Routing congestion map:
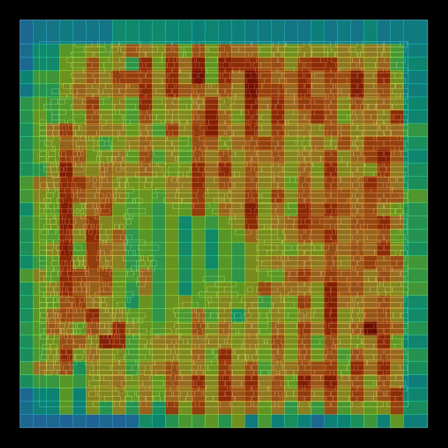
Register map, names as in the netlist:
Scale: 2 px per um. Other sequential cells in the stronger grey, the rest of the logic in the fainter grey.
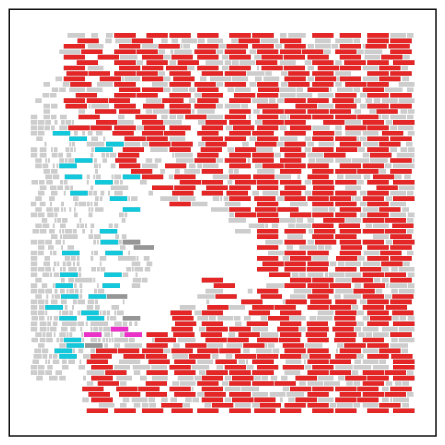
Cells by drive strength:
Scale: 2 px per um.
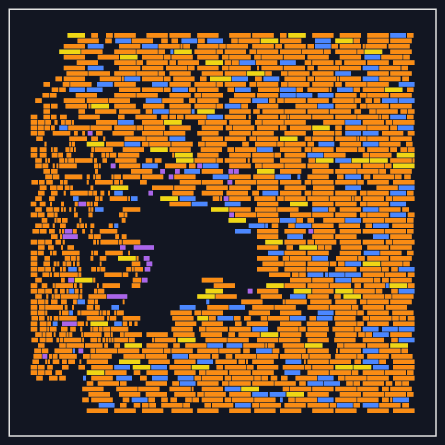
The metal 2 layer:
Scale: 2 px per um.
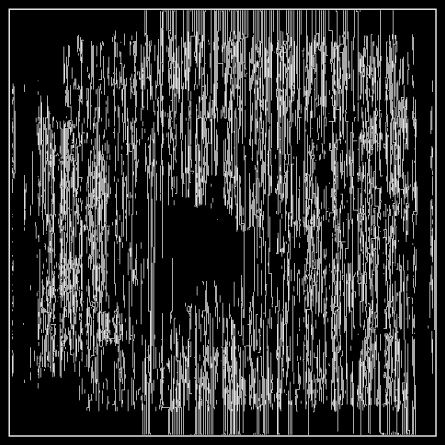
Layout detail:
Window x 94 to 119, y 94 to 119 um. Cells in grey, sequential cells in the stronger grey; small squares are vias.
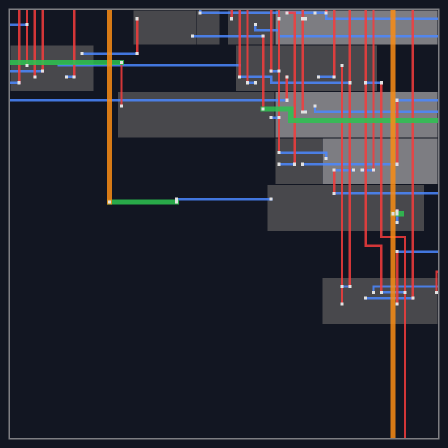
<file path="src/rtl/core_pkg.sv">
// core_pkg: shared types and constants for the front end.
//   FETCH_WIDTH  - instructions fetched and delivered per cycle (one pair).
//   fetch_pkt_t  - one fetched pair: both instructions plus their PCs.
//   align_pc     - clears the low two bits of a byte address.
package core_pkg;

  localparam int FETCH_WIDTH = 2;

  // Byte distance between consecutive instructions and between fetch pairs.
  localparam logic [31:0] INSTR_BYTES = 32'd4;
  localparam logic [31:0] PAIR_BYTES  = 32'd8;

  typedef struct packed {
    logic [31:0] instr0;
    logic [31:0] instr1;
    logic [31:0] pc0;
    logic [31:0] pc1;
  } fetch_pkt_t;

  function automatic logic [31:0] align_pc(input logic [31:0] pc);
    return {pc[31:2], 2'b00};
  endfunction

endpackage

</file>
<file path="src/rtl/fetch_queue.sv">
// fetch_queue: synchronous FIFO of fetch_pkt_t.
//   clk, reset  - clock; asynchronous active-high reset.
//   push, push_data - enqueue one pair (accepted when not full, or when full
//                 and popping in the same cycle).
//   pop         - dequeue the head (ignored when empty).
//   flush       - empties the queue; wins over push and pop.
//   head        - current head entry (undefined content when count == 0).
//   count       - number of valid entries, 0..DEPTH.
// DEPTH must be a power of two, at least 2, so pointers wrap by overflow.
module fetch_queue
  import core_pkg::*;
#(
  parameter int DEPTH = 4,
  localparam int PW   = $clog2(DEPTH),
  localparam int CW   = PW + 1
) (
  input  logic          clk,
  input  logic          reset,
  input  logic          push,
  input  fetch_pkt_t    push_data,
  input  logic          pop,
  input  logic          flush,
  output fetch_pkt_t    head,
  output logic [CW-1:0] count
);

  fetch_pkt_t    mem_q [DEPTH];
  logic [PW-1:0] wr_ptr_q, wr_ptr_d;
  logic [PW-1:0] rd_ptr_q, rd_ptr_d;
  logic [CW-1:0] count_q, count_d;
  logic          empty;
  logic          full;
  logic          do_push;
  logic          do_pop;

  assign empty = (count_q == '0);
  assign full  = (count_q == CW'(DEPTH));

  // When full, a push is only taken alongside a pop: the slot being written
  // is the head slot, whose old content is read out this same cycle.
  assign do_pop  = pop & ~empty & ~flush;
  assign do_push = push & (~full | do_pop) & ~flush;

  always_comb begin
    wr_ptr_d = wr_ptr_q;
    rd_ptr_d = rd_ptr_q;
    count_d  = count_q;
    if (flush) begin
      wr_ptr_d = '0;
      rd_ptr_d = '0;
      count_d  = '0;
    end else begin
      if (do_push) wr_ptr_d = wr_ptr_q + PW'(1);
      if (do_pop)  rd_ptr_d = rd_ptr_q + PW'(1);
      case ({do_push, do_pop})
        2'b10:   count_d = count_q + CW'(1);
        2'b01:   count_d = count_q - CW'(1);
        default: count_d = count_q;
      endcase
    end
  end

  always_ff @(posedge clk or posedge reset) begin
    if (reset) begin
      wr_ptr_q <= '0;
      rd_ptr_q <= '0;
      count_q  <= '0;
    end else begin
      wr_ptr_q <= wr_ptr_d;
      rd_ptr_q <= rd_ptr_d;
      count_q  <= count_d;
    end
  end

  // Storage carries no reset; count gates whether any entry is meaningful.
  always_ff @(posedge clk) begin
    if (do_push) mem_q[wr_ptr_q] <= push_data;
  end

  assign head  = mem_q[rd_ptr_q];
  assign count = count_q;

endmodule

</file>
<file path="src/rtl/fetch_unit.sv">
// fetch_unit: instruction fetch front end issuing one aligned pair per cycle.
//   clk, reset        - clock; asynchronous active-high reset.
//   imem_ren          - fetch request; imem_addr0/imem_addr1 = pc / pc+4.
//   imem_valid        - response strobe, one cycle after an accepted request,
//                       with imem_rdata0/1 and imem_pc[0]/[1].
//   redirect_valid/pc - branch/exception redirect; flushes and restarts fetch.
//   dec_valid/ready   - handshake to decode: the head pair (dec_instr0/1,
//                       dec_pc0/1) is consumed in a cycle where both are high.
//                       dec_valid never depends on dec_ready; once high it
//                       stays high with stable data until consumed, unless a
//                       redirect or reset flushes the queue.
// Credit rule: a request is issued only if queued + in-flight pairs leave a
// free slot, so the memory (which cannot stall) always has room to land.
module fetch_unit
  import core_pkg::*;
#(
  parameter logic [31:0] RESET_PC = 32'h0000_0000,
  parameter int          FQ_DEPTH = 4
) (
  input  logic                        clk,
  input  logic                        reset,
  output logic                        imem_ren,
  output logic [31:0]                 imem_addr0,
  output logic [31:0]                 imem_addr1,
  input  logic                        imem_valid,
  input  logic [31:0]                 imem_rdata0,
  input  logic [31:0]                 imem_rdata1,
  input  logic [FETCH_WIDTH-1:0][31:0] imem_pc,
  input  logic                        redirect_valid,
  input  logic [31:0]                 redirect_pc,
  output logic                        dec_valid,
  output logic [31:0]                 dec_instr0,
  output logic [31:0]                 dec_instr1,
  output logic [31:0]                 dec_pc0,
  output logic [31:0]                 dec_pc1,
  input  logic                        dec_ready
);

  localparam int CW = $clog2(FQ_DEPTH) + 1;

  logic [31:0]   pc_q, pc_d;
  logic          inflight_q, inflight_d;
  logic [CW-1:0] fq_count;
  logic [CW:0]   used_slots;
  logic          fq_push;
  logic          fq_pop;
  fetch_pkt_t    push_pkt;
  fetch_pkt_t    head_pkt;

  // Extra bit so count + inflight cannot overflow when the queue is full.
  assign used_slots = {1'b0, fq_count} + (CW + 1)'(inflight_q);

  // reset gates the request so nothing is issued while reset is held.
  assign imem_ren   = ~reset & ~redirect_valid & (used_slots < (CW + 1)'(FQ_DEPTH));
  assign imem_addr0 = pc_q;
  assign imem_addr1 = pc_q + INSTR_BYTES;

  // A response only counts when we actually have a request outstanding, and
  // a redirect discards anything returning in its own cycle.
  assign fq_push = imem_valid & inflight_q & ~redirect_valid;
  assign fq_pop  = dec_valid & dec_ready & ~redirect_valid;

  always_comb begin
    push_pkt        = '0;
    push_pkt.instr0 = imem_rdata0;
    push_pkt.instr1 = imem_rdata1;
    push_pkt.pc0    = imem_pc[0];
    push_pkt.pc1    = imem_pc[1];
  end

  always_comb begin
    pc_d       = pc_q;
    inflight_d = imem_ren;
    if (redirect_valid) begin
      pc_d = align_pc(redirect_pc);
    end else if (imem_ren) begin
      pc_d = pc_q + PAIR_BYTES;
    end
  end

  always_ff @(posedge clk or posedge reset) begin
    if (reset) begin
      pc_q       <= RESET_PC;
      inflight_q <= 1'b0;
    end else begin
      pc_q       <= pc_d;
      inflight_q <= inflight_d;
    end
  end

  fetch_queue #(
    .DEPTH (FQ_DEPTH)
  ) u_fetch_queue (
    .clk       (clk),
    .reset     (reset),
    .push      (fq_push),
    .push_data (push_pkt),
    .pop       (fq_pop),
    .flush     (redirect_valid),
    .head      (head_pkt),
    .count     (fq_count)
  );

  assign dec_valid  = (fq_count != '0);
  assign dec_instr0 = head_pkt.instr0;
  assign dec_instr1 = head_pkt.instr1;
  assign dec_pc0    = head_pkt.pc0;
  assign dec_pc1    = head_pkt.pc1;

endmodule

</file>
<file path="config.mk">
export PLATFORM = sky130hd
export DESIGN_NAME = fetch_unit
export DESIGN_NICKNAME = d
export VERILOG_FILES = /design/src/rtl/core_pkg.sv /design/src/rtl/fetch_queue.sv /design/src/rtl/fetch_unit.sv
export SDC_FILE = /design/constraint.sdc
export NUM_CORES = 1
export LEC_CHECK = 0
export ABC_AREA = 0
export CORE_MARGIN = 10
export CORE_UTILIZATION = 57
export DETAILED_ROUTE_END_ITERATION = 8
export PLACE_DENSITY = 0.91
export SYNTH_ARGS = -nofsm -noshare
export SYNTH_HDL_FRONTEND = slang
export SYNTH_SLANG_ARGS = --single-unit
</file>
<file path="constraint.sdc">
create_clock -name clk -period 14.2 [get_ports clk]
set_clock_uncertainty 0.05 [all_clocks]
set_input_delay 2.84 -clock clk [delete_from_list [all_inputs] [get_ports clk]]
set_output_delay 2.84 -clock clk [all_outputs]
set_load 0.01 [all_outputs]
</file>
==> results_slide.txt <==
Physical Implementation Snapshot

Critical path
  – Crit-path most repeated cell: sky130_fd_sc_hd__clkdlybuf4s50_1
  – Number of buffer and inverter stages on the critical path: 4
  – Type of the worst setup path: in -> out
  – Endpoint required time on the critical path: 11310 ps
  – Destination of the worst register-to-register timing path: u_fetch_queue.mem_q[1][6]$_DFFE_PP_
  – Start point of the critical path: redirect_valid
  – Register-to-Register Setup Slack: 10350 ps
  – Startpoint type of the worst setup path: primary input
  – Worst Setup End Kind: output port

Pwr
  – Max VDD drop: 0.0852 mV
  – Leak Pwr: about 8.6 nW

Logic synthesis
  – Prevailing post-synth register cell: sky130_fd_sc_hd__edfxtp_1
  – Tally of unique sky130hd cells used after synthesis: around 60
  – Largest type area fraction: 72.7%
  – Share of synthesized registers carrying an async set or reset: under 10%
  – Cell accounting for the most synthesized area: sky130_fd_sc_hd__edfxtp_1
  – Total cell area reported by yosys after synthesis: approximately 0.021 mm^2
  – Cells in synth_stat.txt: roughly 1000
  – Mapped Cells: 996

Layout
  – Biggest register: u_fetch_queue.mem_q

Drt
  – Wire per inst: between 20 and 30 um
  – Post-route ant nets: 0
  – Drt pass-1 iters: 7
  – Total DRC errors in the routed layout: 0

Hold path
  – Worst Hold Path EP: u_fetch_queue.wr_ptr_q[0]$_DFFE_PP0P_
  – Hold path cells: 1
  – Worst hold path startpoint: u_fetch_queue.wr_ptr_q[0]$_DFFE_PP0P_

Placed design
  – Placed cell area: around 0.025 mm^2
  – Number of I/O port buffers: 352
  – Last weighted congestion value of the routability-driven placer: slightly above 0.9
  – Worst slack after detailed placement: 5760 ps

Clock tree
  – Total of cells resized after clock tree synthesis: 0
  – CTS tree: built
  – Total setup buffers inserted after CTS: 0
  – Cell chosen for the clock root: sky130_fd_sc_hd__clkbuf_16
  – CTS hold repair buffers: 0

STA
  – Fin. Hold Viols: 0
  – Final count of negative-setup-slack endpoints: 0
  – Final Critical Period: roughly 8500 ps
  – Worst slew slack as a fraction of its limit: approximately 25%
  – Total negative slack for setup checks: 0 ps

Floorplanning
  – Die boundary width: approximately 210 um
  – Row Count: 70
  – Top-Level Pins: approximately 360
  – Placeable core region: 0.0366 mm^2
  – Total die area: around 0.045 mm^2
  – Effective utilization at floorplan: a little under 60%

Outcome
  – Outcome: complete, no violations

Global route
  – Vias in the first global route: roughly 12000
  – Maximum number of pins on one net before global-route repair: roughly 72
About 'routing congestion map':
met1 Resource Use GR: 29.7%
Core Util, Final: 73.3%
met3 Usage GRT: 7.82%

About 'register map, names as in the netlist':
`u_fetch_queue.mem_q`: drawn in red, flops 512. `imem_addr0`: drawn in cyan, flops 30. `u_fetch_queue.count`: drawn in magenta, flops 3.
Another 5 sequential cells are not coloured.
reported sequential group power: 0.00185 W
sequential share of cell area: 60.9%
Storage cell area: 0.0163 mm^2

About 'cells by drive strength':
_0 and _1 cells: drawn in orange, cells 1168, share 83%. _2 cells: drawn in blue, cells 151, share 11%. _6 and larger: drawn in yellow, cells 59, share 4.2%. _3 and _4 cells: drawn in purple, cells 28, share 2.0%.
number of ordinary and repair buffers in the finished layout: 365
growth of design area from synthesis to finish: 26.9%
minimum setup slack in the final design: 5740 ps
final non-filler cell area: 0.0268 mm^2

About 'the metal 2 layer':
The longest straight run is 111 um. The layer carries 28.5 mm of wire. The wires run mostly vertical. The layer holds 52% of the routed length.
total routed wirelength: 54.9 mm
total via count in the routed design: 11633
met2 capacity usage during global routing: 41.2%

About 'layout detail':
metal 3: drawn in green. metal 2: drawn in red. metal 1: drawn in blue. metal 4: drawn in orange.
12 logic cells have their middle in the window. Sequential cells in the window: 3. Netlist names of flops here include `u_fetch_queue.mem_q` (3). Most frequent: mux4_2 (3), edfxtp_1 (3).

## stage by stage
| stage | hold slack (ps) | utilization (%) |
|---|---|---|
| CTS | 537 | 73.2 |
| global placement | 537 | 68.7 |
| global route | 571 | 73.2 |
| finish | 521 | 73.3 |
| floorplan | 463 | - |
| detailed placement | 525 | 68.7 |
## power breakdown
| part | leakage, nW | switching, W | internal, W |
|---|---|---|---|
| Clock | 0.801 | 0.000567 | 0.000769 |
| Combinational | 2.68 | 0.000222 | 0.000310 |
| Sequential | 5.08 | 0.0000565 | 0.00180 |
## logic make-up after synthesis
logic type                 Yosys count  synth area share, %
DFF                                550                 77.2
and+or+nand+nor                    154                 3.91
muxes                              131                 13.8
buffers and inverters               64                 1.31
AOI/OAI and AO/OA                   60                 2.12
xor gates and xnor gates            29                 1.20
adders and majority gates            7                0.450
other                                1               0.0177
## routing by layer
metal | wire [um] | vias to the layer above
met5 | 62 | -
met4 | 1300 | 8
met3 | 5660 | 81
met2 | 28500 | 650
met1 | 19400 | 6004
li1 | - | 4890
## cell usage in the layout (no fill, tap or decap), drive strengths merged, types with 3 or more instances in the layout
master	synthesis	routed
nor3b	3	3
clkinvlp	0	3
nor4	6	6
mux4	128	128
xor2	11	11
nor3	9	9
buf	26	13
nand2	43	43
nor2	25	25
and3	5	5
a221o	9	9
or3	5	5
ha	6	6
clkinv	2	22
clkdlybuf4s50	0	352
dfrtp	38	38
a21oi	3	3
or4	4	4
xnor2	18	18
clkbuf	26	67
and2	6	6
o311ai	5	5
conb	1	4
edfxtp	512	512
diode	0	11
inv	10	10
nand4	20	20
nand3	26	26
bufinv	0	4
o21ai	16	16
o211ai	15	15
## Yosys cell counts, types with 3 or more instances
cell,n
sky130_fd_sc_hd__ha_1,6
sky130_fd_sc_hd__buf_1,5
sky130_fd_sc_hd__nor3_1,9
sky130_fd_sc_hd__o21ai_0,15
sky130_fd_sc_hd__or3_1,5
sky130_fd_sc_hd__o311ai_1,4
sky130_fd_sc_hd__xor2_1,11
sky130_fd_sc_hd__nor3b_1,3
sky130_fd_sc_hd__nand2_1,42
sky130_fd_sc_hd__xnor2_1,18
sky130_fd_sc_hd__clkbuf_1,26
sky130_fd_sc_hd__o211ai_1,14
sky130_fd_sc_hd__nand4_1,17
sky130_fd_sc_hd__buf_4,4
sky130_fd_sc_hd__inv_1,9
sky130_fd_sc_hd__and3_1,4
sky130_fd_sc_hd__mux4_2,128
sky130_fd_sc_hd__nor2_1,25
sky130_fd_sc_hd__edfxtp_1,512
sky130_fd_sc_hd__and2_1,5
sky130_fd_sc_hd__nand3_1,25
sky130_fd_sc_hd__a221o_1,8
sky130_fd_sc_hd__buf_2,17
sky130_fd_sc_hd__a21oi_1,3
sky130_fd_sc_hd__dfrtp_1,38
sky130_fd_sc_hd__nor4_1,4
## final cells by class
type,instances,area (um^2),area share [%]
flip-flops and latches,550,16300,60.9
inverters,12,45.0,0.168
clock inverters,27,251,0.937
well taps,468,586,2.18
multi-input cells,385,4570,17.0
diodes,11,27.5,0.103
clock buffers,67,1400,5.22
repair buffers,365,3620,13.5
Power is estimated from default activity; no workload was simulated.
